Design not16_deser, sky130hd; sources not shown.
run_1/clock_nets.png
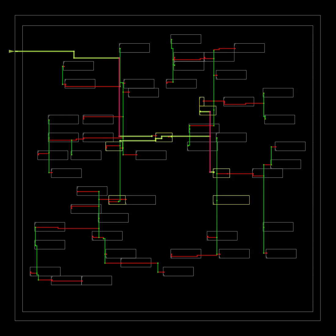
count of clock tree sinks: 47
power in the clock group: 471 uW

run_1/class_map.png
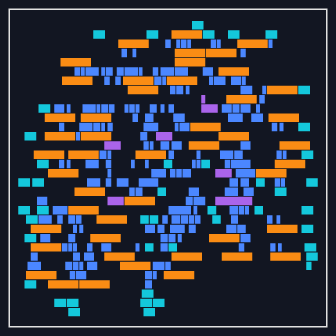
remaining buffers and delay cells: marked cyan, cells 44, share of their area 15%. registers: marked orange, cells 47, share of their area 42%. clock drivers and dummy loads: marked purple, cells 7, share of their area 3.7%. remaining logic cells: marked blue, cells 171, share of their area 40%.
standard-cell row count: 32
sequential fraction of total cell area: 0.401
core area: 0.00769 mm2
post-route cell area: 0.00293 mm2

run_1/route_heat.png
19 x 19 tiles, from dark blue (low) to red (high), scaled to the fullest tile. Values are wire area over tile area, all layers added.
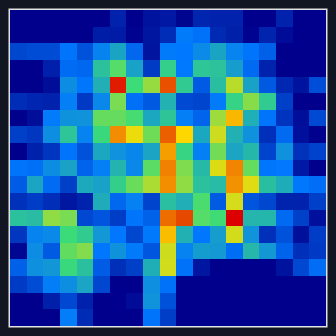
The fullest tile reaches 0.39. The emptiest ninth of the die: south-east. 13% of the tiles are over half the peak. 22% of the tiles are nearly empty.
WL/cell: 14.2 um
wire length after detailed routing: 5260 um
Vias: 1833
GR Util All Layers: 0.132

==> results_tabular.tex, run 1 <==
% Implementation results table
\begin{tabular}{lr}
\hline
Metric & Value \\
\hline
\multicolumn{2}{l}{\textbf{Clock network}} \\
Cts repair resizes & 0 \\
Number of buffers created by CTS & 5 \\
Clock tree root buffer cell & sky130\_fd\_sc\_hd\_\_clkbuf\_8 \\
Maximum count of clock buffers along a single path & 2 \\
\multicolumn{2}{l}{\textbf{Global routing}} \\
Residual overflow from global routing & 0 \\
\multicolumn{2}{l}{\textbf{Synthesis}} \\
Cell types occupying the most area after synthesis & sky130\_fd\_sc\_hd\_\_dfrtp\_1 (50\%), sky130\_fd\_sc\_hd\_\_mux2\_2 (4.7\%), sky130\_fd\_sc\_hd\_\_nand2\_1 (4.6\%) \\
Number of distinct standard cells referenced by the synthesized netlist & 42 \\
Net Count, Synth & 240 \\
Synth Seq Share & 0.496 \\
Yosys Chip Area & 0.00237 mm2 \\
Mean area per synthesized cell & 10.3 um2 \\
\multicolumn{2}{l}{\textbf{Power and ir drop}} \\
Maximum ir drop on the vdd rail & 442 uV \\
Lkg Pwr & 0.00128 uW \\
Overall power of the completed layout & 2020 uW \\
\multicolumn{2}{l}{\textbf{Timing}} \\
Final slew viol count & 0 \\
Hold slack & 0.429 ns \\
Fmax achieved & 399 MHz \\
\multicolumn{2}{l}{\textbf{Critical path}} \\
Critical-path maximum fanout & 16 \\
Category of the worst setup path capture point & output pin \\
Combined buffer and inverter count along the critical path & 1 \\
\multicolumn{2}{l}{\textbf{Floorplanning}} \\
Overall die area & 0.00863 mm2 \\
\multicolumn{2}{l}{\textbf{Layout}} \\
Antenna fix cells & 0 \\
Layout overhead on the synthesized area & 23.7\% \\
Final standard cell count with taps included and fillers excluded & 371 \\
\multicolumn{2}{l}{\textbf{Min path}} \\
Hold Path Class & register to register \\
\multicolumn{2}{l}{\textbf{Detailed routing}} \\
Count of TritonRoute iterations in the first routing pass & 4 \\
Count of routing violations after the opening detailed-route iteration & 101 \\
\multicolumn{2}{l}{\textbf{Place}} \\
Post-placement worst setup slack & 0.441 ns \\
Count of input and output buffers & 32 \\
\multicolumn{2}{l}{\textbf{Outcome}} \\
Status & complete, no violations \\
\hline
\end{tabular}
run 1: Yosys cell counts:
cell type	instances
sky130_fd_sc_hd__or3b_4	2
sky130_fd_sc_hd__a32o_1	1
sky130_fd_sc_hd__clkbuf_1	3
sky130_fd_sc_hd__nor3_1	2
sky130_fd_sc_hd__and3_1	1
sky130_fd_sc_hd__a22o_1	9
sky130_fd_sc_hd__o211ai_1	3
sky130_fd_sc_hd__nand2_1	29
sky130_fd_sc_hd__a21oi_1	10
sky130_fd_sc_hd__a31oi_1	1
sky130_fd_sc_hd__dfrtp_1	47
sky130_fd_sc_hd__mux2i_1	6
sky130_fd_sc_hd__o31ai_1	2
sky130_fd_sc_hd__o21bai_1	1
sky130_fd_sc_hd__buf_4	3
sky130_fd_sc_hd__nand3_1	9
sky130_fd_sc_hd__nand4b_1	2
sky130_fd_sc_hd__nor4_1	2
sky130_fd_sc_hd__o21ai_0	14
sky130_fd_sc_hd__o22ai_1	7
sky130_fd_sc_hd__o41ai_2	1
sky130_fd_sc_hd__nor2_1	6
sky130_fd_sc_hd__nand4_1	3
sky130_fd_sc_hd__buf_6	1
sky130_fd_sc_hd__nand2b_1	4
sky130_fd_sc_hd__inv_1	10
sky130_fd_sc_hd__nor2b_1	7
sky130_fd_sc_hd__nor3b_2	1
sky130_fd_sc_hd__buf_2	6
sky130_fd_sc_hd__and4bb_2	1
sky130_fd_sc_hd__mux2_2	10
sky130_fd_sc_hd__ha_1	3
sky130_fd_sc_hd__o21ai_1	8
sky130_fd_sc_hd__nor3b_4	1
sky130_fd_sc_hd__o21ai_2	2
sky130_fd_sc_hd__inv_2	1
sky130_fd_sc_hd__nor3b_1	2
sky130_fd_sc_hd__o311ai_2	2
sky130_fd_sc_hd__a21o_1	1
sky130_fd_sc_hd__nor4b_1	1
sky130_fd_sc_hd__xor2_1	5
sky130_fd_sc_hd__nand2_2	1
run 1: cell families after synthesis:
group	synth area share
AND-OR/OR-AND	0.176
multiplexers	0.0728
adder cells (fa/ha/maj)	0.0158
buffers and inverters	0.0491
XOR/XNOR	0.0185
AND/OR/NAND/NOR	0.171
flip-flops	0.496
run 1: repair_timing:
action / CTS / global route
buffers inserted: 0 / 0
hold endpoints to repair: 21 / 0
hold buffers: 1 / 0
run 1: layout make-up:
cell class	count	share of cell area
multi-input cells	160	0.368
well taps	102	0.0435
flip-flops and latches	47	0.401
clock inverters	1	0.0102
repair buffers	44	0.139
clock buffers	6	0.0247
inverters	11	0.0141
run 1: where the power goes:
group	internal (uW)	switching, uW
Combinational	303	344
Sequential	780	122
Clock	257	214
Total	1340	680
run 1: metal layers:
layer	up-vias	track usage
met4	0	0.0331
li1	897	-
met5	-	-
met3	5	0.0252
met1	898	0.189
met2	33	0.193
run 1: worst reg2reg max path, stage by stage (launching register included):
cell and delay, ns:
sky130_fd_sc_hd__dfrtp_1 0.70, sky130_fd_sc_hd__nand3_1 0.25, sky130_fd_sc_hd__o21ai_1 0.52, sky130_fd_sc_hd__buf_4 0.32, sky130_fd_sc_hd__a21oi_1 0.06, sky130_fd_sc_hd__o22ai_1 0.17
==> inputs of run 2 (changes only) <==
==> constraint.sdc (replaced) <==
create_clock -name clk -period 2.6 [get_ports clk]
set_clock_uncertainty 0.05 [all_clocks]
set_input_delay 0.39 -clock clk [delete_from_list [all_inputs] [get_ports clk]]
set_output_delay 0.39 -clock clk [all_outputs]
set_load 0.02 [all_outputs]
==> results_tabular.tex, run 2 <==
% Implementation results table
\begin{tabular}{lr}
\hline
Metric & Value \\
\hline
\multicolumn{2}{l}{\textbf{Synthesis}} \\
Mean area per synthesized cell & 10.3 um2 \\
Fraction of registers with async set or reset after synthesis & 1.00 \\
Post-synth tally of flip-flops with integrated enable & 0 \\
Number of distinct standard cells referenced by the synthesized netlist & 42 \\
Synth Seq Share & 0.496 \\
Post-synth top cells & sky130\_fd\_sc\_hd\_\_dfrtp\_1 (47), sky130\_fd\_sc\_hd\_\_nand2\_1 (29), sky130\_fd\_sc\_hd\_\_o21ai\_0 (14) \\
Dominant cell by count in the synthesized netlist & sky130\_fd\_sc\_hd\_\_dfrtp\_1 \\
Cell types occupying the most area after synthesis & sky130\_fd\_sc\_hd\_\_dfrtp\_1 (50\%), sky130\_fd\_sc\_hd\_\_mux2\_2 (4.7\%), sky130\_fd\_sc\_hd\_\_nand2\_1 (4.6\%) \\
Yosys Chip Area & 0.00237 mm2 \\
Most used DFF post-synth & sky130\_fd\_sc\_hd\_\_dfrtp\_1 \\
Net Count, Synth & 240 \\
\multicolumn{2}{l}{\textbf{Power and ir drop}} \\
Internal power & 1480 uW \\
P\_sw & 757 uW \\
Seq pwr share & 0.430 \\
Lkg Pwr & 0.00129 uW \\
Sw Share & 0.338 \\
Maximum ir drop on the vdd rail & 454 uV \\
Logic pwr share & 0.334 \\
Overall power of the completed layout & 2240 uW \\
\multicolumn{2}{l}{\textbf{Layout}} \\
Antenna fix cells & 0 \\
Layout overhead on the synthesized area & 25.1\% \\
\multicolumn{2}{l}{\textbf{Clock network}} \\
\# Post-CTS Setup Buffers & 0 \\
Hold Buf Count CTS & 1 \\
Number of buffers created by CTS & 5 \\
Clock tree root buffer cell & sky130\_fd\_sc\_hd\_\_clkbuf\_8 \\
Count of clock tree sinks & 47 \\
\multicolumn{2}{l}{\textbf{Global routing}} \\
GR Util All Layers & 0.131 \\
Residual overflow from global routing & 0 \\
\multicolumn{2}{l}{\textbf{Floorplanning}} \\
Overall die area & 0.00863 mm2 \\
Core area & 0.00769 mm2 \\
Standard-cell row count & 32 \\
\multicolumn{2}{l}{\textbf{Detailed routing}} \\
Count of TritonRoute iterations in the first routing pass & 4 \\
Vias & 1760 \\
Wire length after detailed routing & 5080 um \\
Count of routing violations after the opening detailed-route iteration & 75 \\
WL/cell & 13.6 um \\
\multicolumn{2}{l}{\textbf{Place}} \\
Count of input and output buffers & 32 \\
Post-placement worst setup slack & 0.334 ns \\
\multicolumn{2}{l}{\textbf{Outcome}} \\
Status & complete, no violations \\
\multicolumn{2}{l}{\textbf{Timing}} \\
Final slew viol count & 0 \\
Fmax achieved & 431 MHz \\
Hold slack & 0.428 ns \\
\multicolumn{2}{l}{\textbf{Critical path}} \\
Category of the worst setup path capture point & output pin \\
Critical-path maximum fanout & 4 \\
\multicolumn{2}{l}{\textbf{Min path}} \\
Hold Path Class & register to register \\
\hline
\end{tabular}
==> run 2: cell count changes in the layout (fill, tap and decap cells not counted), sizes merged <==
cell	before	now
clkinvlp	0	1
clkbuf	6	5
buf	12	14
==> run 2: through the flow <==
| stage | cell area [um2] | instances |
|---|---|---|
| detailed placement | 2850 | 365 |
| floorplan | 2370 | 231 |
| global placement | 2850 | 365 |
| CTS | 2970 | 373 |
| global route | 2970 | 373 |
| finish | 2970 | 373 |
==> run 2: area by class of cell <==
cell class              instances  area [um2]
clock inverters                 2        37.5
multi-input cells             160        1080
well taps                     102         128
inverters                      11        41.3
fillers                       774        4720
flip-flops and latches         47        1180
repair buffers                 46         435
clock buffers                   5        68.8
==> run 2: routing by layer <==
layer | vias up | track usage | wire length (um)
met3 | 4 | 0.0293 | 151
met4 | 0 | 0.0368 | 52
met5 | - | - | 0
li1 | 913 | - | -
met2 | 29 | 0.190 | 2190
met1 | 814 | 0.186 | 2680
==> run 2: cells by family (layout without fill, tap and decap cells) <==
| group | Yosys count | after routing | share of synthesized area |
|---|---|---|---|
| simple gates | 74 | 74 | 0.171 |
| fa+ha+maj | 3 | 3 | 0.0158 |
| mux | 16 | 16 | 0.0728 |
| buf+inv | 24 | 64 | 0.0491 |
| xor+xnor | 5 | 5 | 0.0185 |
| compound gates | 62 | 62 | 0.176 |
| flops | 47 | 47 | 0.496 |
==> run 2: worst max-delay path, cell delays in order (launching register included) <==
cell and delay (ns):
sky130_fd_sc_hd__dfrtp_1 0.39, sky130_fd_sc_hd__ha_1 0.22, sky130_fd_sc_hd__and3_1 0.26, sky130_fd_sc_hd__nand2_1 0.11, sky130_fd_sc_hd__clkdlybuf4s50_1 0.61
==> run 2: power by group through the flow <==
stage	combinational (uW)	sequential, uW	clock [uW]
floorplan	334	1080	0
global route	819	981	584
CTS	754	963	551
finish	746	961	530
global placement	743	974	0
detailed placement	751	973	0
run_2/class_map.png
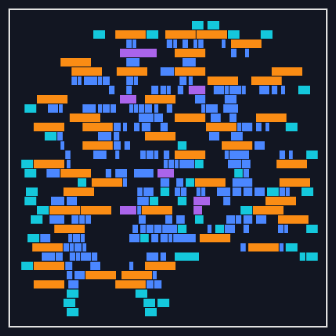
clock drivers and dummy loads: marked purple, cells 7, share of their area 3.7%. registers: marked orange, cells 47, share of their area 41%. remaining logic cells: marked blue, cells 171, share of their area 39%. remaining buffers and delay cells: marked cyan, cells 46, share of their area 15%.
sequential fraction of total cell area: 0.397
post-route cell area: 0.00297 mm2
final cell utilization of the core: 0.386

run_2/clock_nets.png
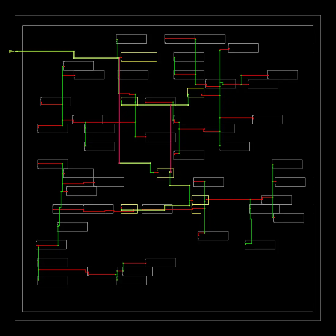
layout clock buffer count: 5
power in the clock group: 530 uW
flop count: 47
Clock Latency Late Sink: 0.30 ns

Power and IR drop assume default switching activity.
